===== src/rtl/pattern_merge_sched.sv =====
`timescale 1ns/1ps
`default_nettype none
// ============================================================================
// Module      : pattern_merge_sched
// Description : Two-requester round-robin scheduler in front of a shared,
//               fixed-latency pattern datapath. A granted stimulus vector is
//               registered onto dp_in and the datapath is advanced for LAT
//               cycles. The result is then captured from dp_out and held on
//               the rsp_* channel until the consumer accepts it.
// Revision    : 1.0 - initial release
// ----------------------------------------------------------------------------
// Parameters
//   IN_W   width of the stimulus vector (req*_data, dp_in)
//   OUT_W  width of the datapath result (dp_out, rsp_data)
//   LAT    datapath latency in dp_en cycles, 1..15
// Ports
//   blif_clk_net    in   clock, rising edge
//   blif_reset_net  in   synchronous active-low reset
//   req0_valid/req0_data/req0_ready   requester 0 handshake
//   req1_valid/req1_data/req1_ready   requester 1 handshake
//   dp_in   out  vector presented to the datapath
//   dp_en   out  datapath advance enable
//   dp_out  in   datapath result
//   rsp_valid/rsp_ready/rsp_id/rsp_data   result handshake and owner tag
// ============================================================================
module pattern_merge_sched #(
  parameter int unsigned IN_W  = 11,
  parameter int unsigned OUT_W = 9,
  parameter int unsigned LAT   = 3
) (
  input  logic             blif_clk_net,
  input  logic             blif_reset_net,
  input  logic             req0_valid,
  input  logic [IN_W-1:0]  req0_data,
  output logic             req0_ready,
  input  logic             req1_valid,
  input  logic [IN_W-1:0]  req1_data,
  output logic             req1_ready,
  output logic [IN_W-1:0]  dp_in,
  output logic             dp_en,
  input  logic [OUT_W-1:0] dp_out,
  output logic             rsp_valid,
  input  logic             rsp_ready,
  output logic             rsp_id,
  output logic [OUT_W-1:0] rsp_data
);

  // --------------------------------------------------------------------------
  // Constants
  // --------------------------------------------------------------------------
  localparam logic [1:0] c_IDLE = 2'd0;
  localparam logic [1:0] c_RUN  = 2'd1;
  localparam logic [1:0] c_CAPT = 2'd2;
  localparam logic [1:0] c_HOLD = 2'd3;

  // RUN lasts while the counter walks LAT-1 down to 0, i.e. LAT cycles.
  localparam logic [3:0] c_LAT_M1 = 4'(LAT - 1);

  // --------------------------------------------------------------------------
  // State and datapath registers
  // --------------------------------------------------------------------------
  logic [1:0]       r_state;
  logic [1:0]       w_next_state;
  logic [3:0]       r_cnt;
  logic             r_ptr;        // 0: requester 0 wins a tie, 1: requester 1
  logic [IN_W-1:0]  r_dp_in;
  logic             r_rsp_valid;
  logic             r_rsp_id;
  logic [OUT_W-1:0] r_rsp_data;

  logic w_gnt0;
  logic w_gnt1;
  logic w_grant;
  logic w_run_done;
  logic w_rsp_done;

  // --------------------------------------------------------------------------
  // Arbitration: grants exist only in IDLE and only while out of reset, so a
  // request that drops before it is granted leaves no trace.
  // --------------------------------------------------------------------------
  always_comb begin
    w_gnt0 = 1'b0;
    w_gnt1 = 1'b0;
    if (blif_reset_net && (r_state == c_IDLE)) begin
      if (req0_valid && req1_valid) begin
        w_gnt0 = ~r_ptr;
        w_gnt1 = r_ptr;
      end else begin
        w_gnt0 = req0_valid;
        w_gnt1 = req1_valid;
      end
    end
  end

  assign w_grant    = w_gnt0 | w_gnt1;
  assign w_run_done = (r_cnt == 4'd0);
  assign w_rsp_done = r_rsp_valid && rsp_ready;

  // --------------------------------------------------------------------------
  // FSM process 1: state register
  // --------------------------------------------------------------------------
  always_ff @(posedge blif_clk_net) begin
    if (!blif_reset_net) begin
      r_state <= c_IDLE;
    end else begin
      r_state <= w_next_state;
    end
  end

  // --------------------------------------------------------------------------
  // FSM process 2: next-state logic
  // --------------------------------------------------------------------------
  always_comb begin
    w_next_state = r_state;
    case (r_state)
      c_IDLE: begin
        if (w_grant) begin
          w_next_state = c_RUN;
        end
      end
      c_RUN: begin
        if (w_run_done) begin
          w_next_state = c_CAPT;
        end
      end
      c_CAPT: begin
        w_next_state = c_HOLD;
      end
      c_HOLD: begin
        if (w_rsp_done) begin
          w_next_state = c_IDLE;
        end
      end
      default: begin
        w_next_state = c_IDLE;
      end
    endcase
  end

  // --------------------------------------------------------------------------
  // FSM process 3: state-decoded outputs
  // --------------------------------------------------------------------------
  always_comb begin
    req0_ready = 1'b0;
    req1_ready = 1'b0;
    dp_en      = 1'b0;
    case (r_state)
      c_IDLE: begin
        req0_ready = w_gnt0;
        req1_ready = w_gnt1;
      end
      c_RUN: begin
        dp_en = 1'b1;
      end
      default: begin
        dp_en = 1'b0;
      end
    endcase
  end

  // --------------------------------------------------------------------------
  // Datapath registers: latch the granted vector and owner, run the latency
  // counter, capture the result and manage the fairness pointer.
  // --------------------------------------------------------------------------
  always_ff @(posedge blif_clk_net) begin
    if (!blif_reset_net) begin
      r_cnt       <= 4'd0;
      r_ptr       <= 1'b0;
      r_dp_in     <= '0;
      r_rsp_valid <= 1'b0;
      r_rsp_id    <= 1'b0;
      r_rsp_data  <= '0;
    end else begin
      case (r_state)
        c_IDLE: begin
          if (w_grant) begin
            r_dp_in  <= w_gnt1 ? req1_data : req0_data;
            r_rsp_id <= w_gnt1;
            r_cnt    <= c_LAT_M1;
          end
        end
        c_RUN: begin
          // Saturate at zero; the state leaves RUN on the same edge.
          if (!w_run_done) begin
            r_cnt <= r_cnt - 4'd1;
          end
        end
        c_CAPT: begin
          r_rsp_data  <= dp_out;
          r_rsp_valid <= 1'b1;
        end
        c_HOLD: begin
          if (w_rsp_done) begin
            r_rsp_valid <= 1'b0;
            // The requester just served loses the next tie.
            r_ptr       <= ~r_rsp_id;
          end
        end
        default: begin
          r_cnt <= r_cnt;
        end
      endcase
    end
  end

  assign dp_in     = r_dp_in;
  assign rsp_valid = r_rsp_valid;
  assign rsp_id    = r_rsp_id;
  assign rsp_data  = r_rsp_data;

endmodule
`default_nettype wire


===== config.mk =====
export PLATFORM = sky130hd
export DESIGN_NAME = pattern_merge_sched
export DESIGN_NICKNAME = d
export VERILOG_FILES = /design/src/rtl/pattern_merge_sched.sv
export SDC_FILE = /design/constraint.sdc
export NUM_CORES = 1
export LEC_CHECK = 0
export CAP_MARGIN = 25
export CORE_UTILIZATION = 35
export CTS_BUF_LIST = sky130_fd_sc_hd__clkbuf_8
export DETAILED_ROUTE_END_ITERATION = 10
export PLACE_DENSITY_LB_ADDON = 0.12
export SLEW_MARGIN = 20
export SYNTH_ARGS = -nofsm -noshare
export SYNTH_HDL_FRONTEND = slang
export SYNTH_SLANG_ARGS = --single-unit

===== constraint.sdc =====
create_clock -name blif_clk_net -period 1.9 [get_ports blif_clk_net]
set_input_delay 0.285 -clock blif_clk_net [delete_from_list [all_inputs] [get_ports blif_clk_net]]
set_output_delay 0.285 -clock blif_clk_net [all_outputs]
set_load 0.05 [all_outputs]

==> notes.md, run 1 <==
Results of an implementation run.

The run finished with clean final reports. The final timing report lists a max-slew violation count of 0. Sequential cells account for 30.0% of the total power. The largest net degree at the start of global routing is 17.

The worst setup path is launched from a register. Hold analysis lists the worst path endpoint as rsp_id$_SDFFE_PN0P_. TritonCTS created 5 clock buffers. The synthesized instance count is 137. The overall die size recorded for this design is 4070 sq um. The critical path's slowest stage uses the library cell dfxtp_1. The stage delay of the slowest cell on the critical path is 0.34 ns. The biggest fanout along the worst timing path is 13. The iteration tally of the first detailed-router pass is 4. For this design the ratio of total power to cell area is 1230 nW/um^2. The final core utilization is 59.7%. In this run the count of I/O pins placed on the die edge is 61.

The xor-xnor portion of the synthesized cell area is 0%. The layout summary lists the proportion of cells stronger than drive strength 1 as 12.2%. Global routing finished with a remaining overflow of 0. The script logs the ratio of routed vias to standard cells as 5.11. Looking at hold timing, the worst path starts from rsp_id$_SDFFE_PN0P_. In this run the remaining antenna-violating nets after routing total 0. Looking at the worst setup and hold paths, the clock pins of their registers show a slew of 0.06 ns.

The number of antenna violations at the first check in global routing is 0. The design internal power is 0.00164 W. The share of total power consumed by net switching is 39.1%. Sequential cells were found to cover 43.4% of the synthesized design area. For this design the static power due to leakage is 0.813 nW.

According to the Yosys statistics, the synthesized design has a chip area of 1340 sq um. STA classifies the critical path endpoint as an output pin. The type of the worst setup path is reg2out. The data required time of the critical path is 1.62 ns. The number of flops mapped to enable cells by yosys is 0. Per the OpenROAD floorplan log, the height of the die is 63.8 microns.

The first global-routing pass estimated 5870 microns of wire. The worst hold path was traced through 2 stages. Across all register-to-register paths, the minimum setup slack is 0.19 ns. The number of hold-slack violations in the final timing report is 0.

The synthesis stat section lists a flop and latch total of 29. The post-synthesis share of cell area spent on full adders, half adders and majority gates is 6.55%. The CTS tree is yes. In the final layout, the fill cell count is 321.

The yosys warning tally is 0. The sum of negative setup slack is 0 ns. The wire length per cell after detailed routing is 13.6 microns. After layout, the worst setup slack is 0.116 ns. The launching instance or port of the critical path is r_state[1]$_SDFFE_PN0P_. Listed in order, past its start point the critical path passes inv_1 -> ha_4 -> and4_1 -> buf_12 -> buf_12.

After layout, the minimum clock period comes to 1.78 ns. The number of setup violations in the final report is 0. The number of nets in the synthesized netlist is 180.

The number of H-tree levels is 2. Routability-driven placement finished with a final weighted congestion of 0.840. The DRC violations left is 0.

The finished layout holds 253 standard cells, fillers aside. The part of the power in combinational logic is 49.5%. The depth of the most critical reg-to-reg path is 7.

Per the power-grid run, VDD falls by no more than 607 uV. The placed instance count is 241. The post-detailed-placement half-perimeter wirelength is 2540 microns. The library cell appearing most often on the critical path is buf_12. Post-route period utilization is reported as 93.9%. The top cell type's share of synthesized area is 43.4%.

The count of distinct cell types in the synthesized netlist is 28. The most common logic cell in the routed design is clkdlybuf4s50_1. Multiplexer cells account for 6.74% of the synthesized area.

Setup repair after global routing left no endpoint under its margin. The clock tree buffer depth is 2. According to the hold report, the worst path is of the reg2reg type. In this run the critical register-to-register path is launched from r_cnt[0]$_SDFFE_PN0P_. OpenSTA, run right after detailed placement, puts the worst setup slack at -0.0152 ns.

In the layout the commonest cells are 57 x clkdlybuf4s50_1, 29 x dfxtp_1, 23 x nor2b_1, 12 x a222oi_1, 10 x nand2_1. For reference, the top cells by area after synthesis are dfxtp_1 43%, nor2b_1 11%, a222oi_1 9.0%. The master cell of the clock root buffer is clkbuf_8. The power report puts the net switching power at 0.00105 W. The headroom to the max-slew limit is 41.6%. The OpenROAD report gives the critical path a data arrival time of 1.50 ns.

Per the synthesis report, the simple-gate share of the synthesized area is 19.1%.
[run 1: cell families after synthesis]
group	count (synthesis)
AOI/OAI and AO/OA	32
and+or+nand+nor	44
muxes	9
buffers and inverters	16
DFF	29
adders and majority gates	7
[run 1: metal layers]
| metal | routed length, microns | share of wire (%) | GRT usage, % |
|---|---|---|---|
| met1 | 1400 | 41 | 19.7 |
| met2 | 1720 | 50 | 32.6 |
| met3 | 274 | 7.9 | 7.68 |
| met4 | 61 | 1.8 | 9.09 |
| met5 | 0 | 0 | 0 |
[run 1: timing repair]
| action | in CTS | in global routing |
|---|---|---|
| buffers inserted | 0 | 4 |
| gates cloned | 0 | 0 |
| pin swaps | 0 | 1 |
| endpoints found under the setup margin | 2 | 3 |
| gates resized | 2 | 2 |
[run 1: power groups by stage]
stage	Clock [W]	Sequential [W]	Combinational (W)
detailed placement	0	0.000817	0.00128
floorplan	0	0.00107	0.000585
CTS	0.000581	0.000806	0.00131
global route	0.000598	0.000825	0.00144
global placement	0	0.000808	0.00125
finish	0.000554	0.000808	0.00133
[run 1: worst max-delay path, delay by kind of cell (launching register included)]
family | cells | cell delay [ns]
buffers and inverters | 3 | 0.42
adders and majority gates | 1 | 0.20
DFF | 1 | 0.34
and+or+nand+nor | 1 | 0.25
[run 1: state kept, by name, summed over array words and instances, names as in the netlist]
name,cells
dp_in,11
rsp_data,9
r_cnt,4
r_state,2
r_ptr,1
rsp_id,1
rsp_valid,1
[run 1: Yosys cell counts (3+ instances only)]
library cell / count
buf_2: 3
dfxtp_1: 29
clkbuf_1: 5
nor2b_1: 23
o21ai_0: 5
nand2_1: 10
o211ai_1: 4
a222oi_1: 12
nand3_1: 4
a21oi_1: 4
mux2i_1: 9
inv_1: 7
ha_1: 7
[run 1: area by class of cell]
class | count | area (sq um) | area share (%)
multi-input cells | 92 | 704 | 32.2
inverters | 7 | 26.3 | 1.20
well taps | 48 | 60.1 | 2.75
clock buffers | 7 | 96.3 | 4.41
clock inverters | 1 | 5.00 | 0.229
repair buffers | 69 | 714 | 32.7
flip-flops and latches | 29 | 581 | 26.5
[run 1: worst max-delay path by stage]
stage / cells after the start / endpoint
finish: 5 / req0_ready
global route: 6 / req1_ready
CTS: 6 / req1_ready
detailed placement: 4 / dp_in[8]$_SDFFE_PN0P_
global placement: 4 / dp_in[5]$_SDFFE_PN0P_
floorplan: 5 / r_cnt[2]$_SDFFE_PN0P_
[run 1: metrics by stage]
| step | instance area [sq um] | power (W) | hold slack [ns] |
|---|---|---|---|
| 2_1_floorplan | 1340 | 0.00165 | 0.455 |
| 3_3_place_gp | 2040 | 0.00206 | 0.454 |
| 3_5_place_dp | 2040 | 0.00209 | 0.473 |
| 4_1_cts | 2150 | 0.00270 | 0.483 |
| 5_1_grt | 2190 | 0.00286 | 0.533 |
| 6_report | 2190 | 0.00270 | 0.479 |
run_1/cell_classes.png
Scale: 8 px per micron.
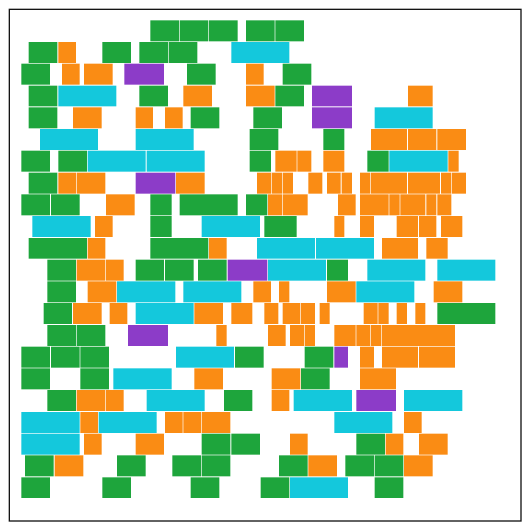
| colour | class | cells | share of their area |
|---|---|---|---|
| orange | all other logic | 99 | 34% |
| purple | clock drivers and dummy loads | 8 | 4.8% |
| green | other buffers and delay cells | 69 | 34% |
| cyan | flip-flops | 29 | 27% |
summed area of non-filler cells in the final layout: 2190 sq um
core region area: 3660 sq um
cell row count: 22

run_1/final_clocks.png
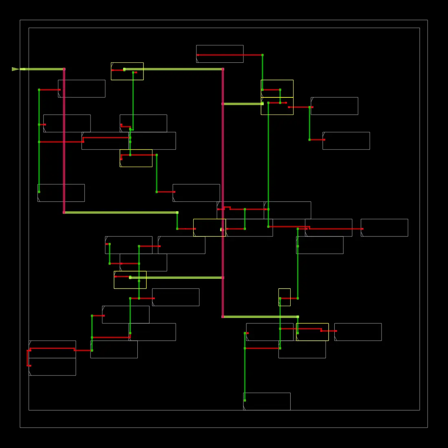
Fin Clk Skew: 0.00617 ns
worst skew pair latency: 0.28 ns
flip-flops: 29

run_1/wire_density.png
Scale: 6 px per micron. The die is cut into 13 by 13 equal tiles; dark purple is low, yellow is high, scaled to the fullest tile. Values are wire area over tile area, all layers added.
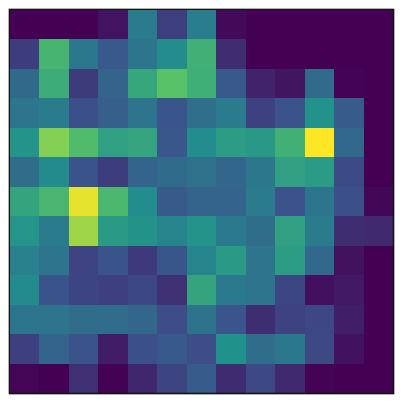
tiles over half the peak: 19%
fullest tile: 0.47
densest ninth of the die: left middle
routed vias: 1292
all-layer global routing usage: 18.9%

run_1/met3.png
Scale: 6 px per micron. Cells faint in the background.
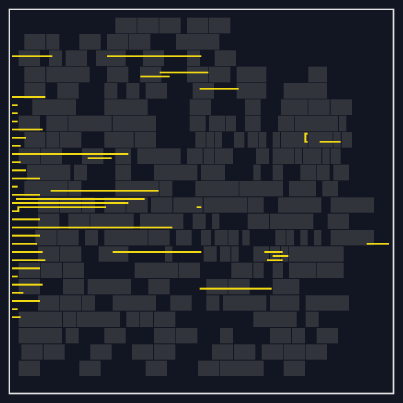
main direction: horizontal
share of all routed wire: 8.0%
wire length on this layer: 275 microns
longest straight run: 26.4 microns
nets with wire on the layer: 39
Total Routed Length: 3450 microns
Global Route met3 Usage: 7.68%

run_1/drive_strength.png
Scale: 4 px per micron.
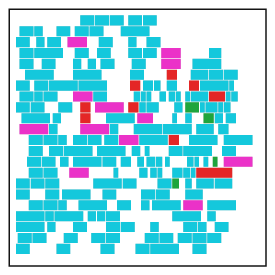

--- run 2 (diff from run 1) ---
Settings changed: CELL_PAD_IN_SITES_DETAIL_PLACEMENT set to 1, CELL_PAD_IN_SITES_GLOBAL_PLACEMENT set to 2, CORE_MARGIN set to 8, CORE_UTILIZATION 35 to 24.
run_2/drive_strength.png
Scale: 3 px per micron.
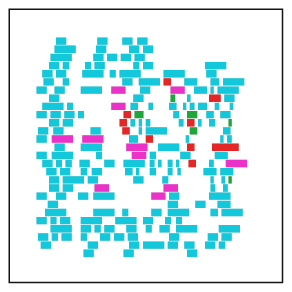
| colour | size | cells |
|---|---|---|
| cyan | drive 1 or less | 178 |
| green | drive 2 | 6 |
| red | drive 3 to 4 | 10 |
| magenta | drive 6 and up | 11 |
non-clock buffer instance count of the final layout: 69
Syn-to-layout area delta: 65.9%

==> run 2 against run 1 <==
  * Wire length grew 27%
  * Via count rose by 0.23%
  * Hold slack lost 0.015 ns
  * Sequential power is essentially flat
  * Core utilization is 19 points lower
  * Setup slack better by 0.021 ns
  * Non-clock buffer count unchanged
  * Critical path type unchanged
  * Critical endpoint is now req1_ready
  * Largest power group unchanged
==> notes.md, run 2 <==
Results of an implementation run.

The leakage power summed over all cells is 0.810 nW (-0.30%). Sorting the synthesized cells by area gives the leading types as dfxtp_1 43%, nor2b_1 11%, a222oi_1 9.0%. The worst hold-check path type is reg2reg. The number of antenna violations at the first check in global routing is 0 (unchanged).

The master cell of the clock root buffer is clkbuf_8. The overall power consumption is 0.00276 W (+2.4%). The headroom to the max-slew limit is 36.6% (-5.0 points). The sum of negative setup slack is 0 ns (unchanged). The area fraction in and, or, nand and nor cells came to 19.1% (unchanged). The flow ran to the end, and the final reports show no timing, DRC or antenna violations.

The number of hold-slack violations in the final timing report is 0 (unchanged). The total of flip-flops plus latches after synthesis was 29 (unchanged). The share of total power consumed by net switching is 39.7% (+0.56 points).

The total grt overflow came to 0 (unchanged). The synthesized net count is 180 (unchanged). The critical path startpoint category is a register.

The depth of the most critical reg-to-reg path is 7 (unchanged). The xor-xnor portion of the synthesized cell area is 0% (unchanged). The number of flops mapped to enable cells by yosys was 0 (unchanged).

The minimum setup slack after placement is -0.118 ns (-0.102 ns). The placed instance count was 267 (+11%). The final critical-path required period is 1.76 ns (-0.0207 ns). The CTS tree is yes. Sorting the synthesized cells by how often they occur yields 29 x dfxtp_1, 23 x nor2b_1, 12 x a222oi_1. The DRC violations left is 0 (unchanged). The largest net degree at the start of global routing is 14 (-3).

The final setup slack of the worst path came to 0.136 ns (+0.0207 ns). Setup repair after global routing left no endpoint under its margin. The antenna violation net count after detailed routing was 0 (unchanged).

The switching power total is 0.00110 W (+3.9%). The worst flop-to-flop path startpoint is r_cnt[1]$_SDFFE_PN0P_. The final number of max-transition violations is 0 (unchanged).

The launching instance or port of the critical path is r_state[1]$_SDFFE_PN0P_. The register area share after synthesis is 43.4% (unchanged). The type of destination of the critical path is an output pin. The clock tree buffer depth is 2 (unchanged). The number of primary I/O pins was 61 (unchanged). The clock input transition at the sequential cells of the worst setup and hold paths is 0.07 ns (about the same). The layout cell share with drive strength beyond 1 is 13.2% (+0.98 points). The number of clock buffers inserted by TritonCTS was 5 (unchanged). The number of core rows is 27 (+23%).
run_2/met3.png
Scale: 4 px per micron. Cells faint in the background.
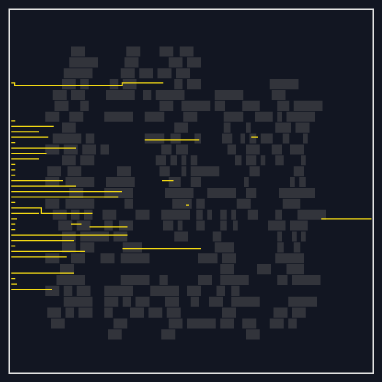
wire length on this layer: 377 microns
longest straight run: 28.8 microns
share of all routed wire: 8.6%
nets with wire on the layer: 36
routed vias: 1295
Total Routed Length: 4390 microns
Global Route met3 Usage: 5.57%

## run 2: area by class of cell
type	instances	area (sq um)
Clock inverter	1	5.00
Fill cell	634	3220
Timing Repair Buffer	69	711
Sequential cell	29	581
Tap cell	72	90.1
Inverter	7	26.3
Clock buffer	7	96.3
Multi-Input combinational cell	92	708
## run 2: timing repair
item	CTS	global route
setup buffers	0	2
pin swaps	0	1
setup endpoints to repair	3	1
gates resized	4	1
## run 2: worst min-delay path by stage
stage	startpoint	end	slack [ns]	cells after the start
2_1_floorplan	dp_out[0]	rsp_data[0]$_SDFFE_PN0P_	0.45	2
3_3_place_gp	rsp_id$_SDFFE_PN0P_	rsp_id$_SDFFE_PN0P_	0.46	2
3_5_place_dp	rsp_id$_SDFFE_PN0P_	rsp_id$_SDFFE_PN0P_	0.46	2
4_1_cts	rsp_id$_SDFFE_PN0P_	rsp_id$_SDFFE_PN0P_	0.47	2
5_1_grt	rsp_id$_SDFFE_PN0P_	rsp_id$_SDFFE_PN0P_	0.51	2
6_report	rsp_id$_SDFFE_PN0P_	rsp_id$_SDFFE_PN0P_	0.46	2
## run 2: cells by family (layout without fill, tap and decap cells)
| kind of cell | count (synthesis) | in the layout |
|---|---|---|
| AND-OR/OR-AND | 32 | 32 |
| buffers and inverters | 16 | 84 |
| multiplexers | 9 | 9 |
| AND/OR/NAND/NOR | 44 | 44 |
| adder cells (fa/ha/maj) | 7 | 7 |
| flip-flops | 29 | 29 |
## run 2: metal layers
| metal | track usage, % | routed length (microns) | part of all wire [%] | up-vias |
|---|---|---|---|---|
| met3 | 5.57 | 377 | 8.6 | 5 |
| met4 | 3.74 | 51 | 1.2 | 0 |
| li1 | - | - | - | 633 |
| met5 | 0 | 0 | 0 | - |
| met2 | 18.9 | 2160 | 49 | 43 |
| met1 | 11.5 | 1790 | 41 | 614 |
## run 2: per-stage QoR
| step | util, % | hold slack, ns |
|---|---|---|
| 2_1_floorplan | - | 0.455 |
| 3_3_place_gp | 38.3 | 0.461 |
| 3_5_place_dp | 38.3 | 0.458 |
| 4_1_cts | 40.5 | 0.470 |
| 5_1_grt | 40.8 | 0.505 |
| 6_report | 40.8 | 0.465 |
## run 2: worst max-delay path: stages, from the launching register on
cell,delay [ns]
dfxtp_1,0.36
inv_2,0.11
ha_4,0.19
nand3_1,0.09
a21oi_2,0.14
buf_4,0.17
buf_12,0.14
## run 2: power by group through the flow
stage          registers [W]  logic [W]  clock network, W
2_1_floorplan        0.00107   0.000585                 0
3_3_place_gp        0.000810    0.00130                 0
3_5_place_dp        0.000818    0.00134                 0
4_1_cts             0.000809    0.00137          0.000592
5_1_grt             0.000828    0.00149          0.000627
6_report            0.000809    0.00139          0.000565
Power figures rest on the tool's default switching activity, not on a simulated workload.
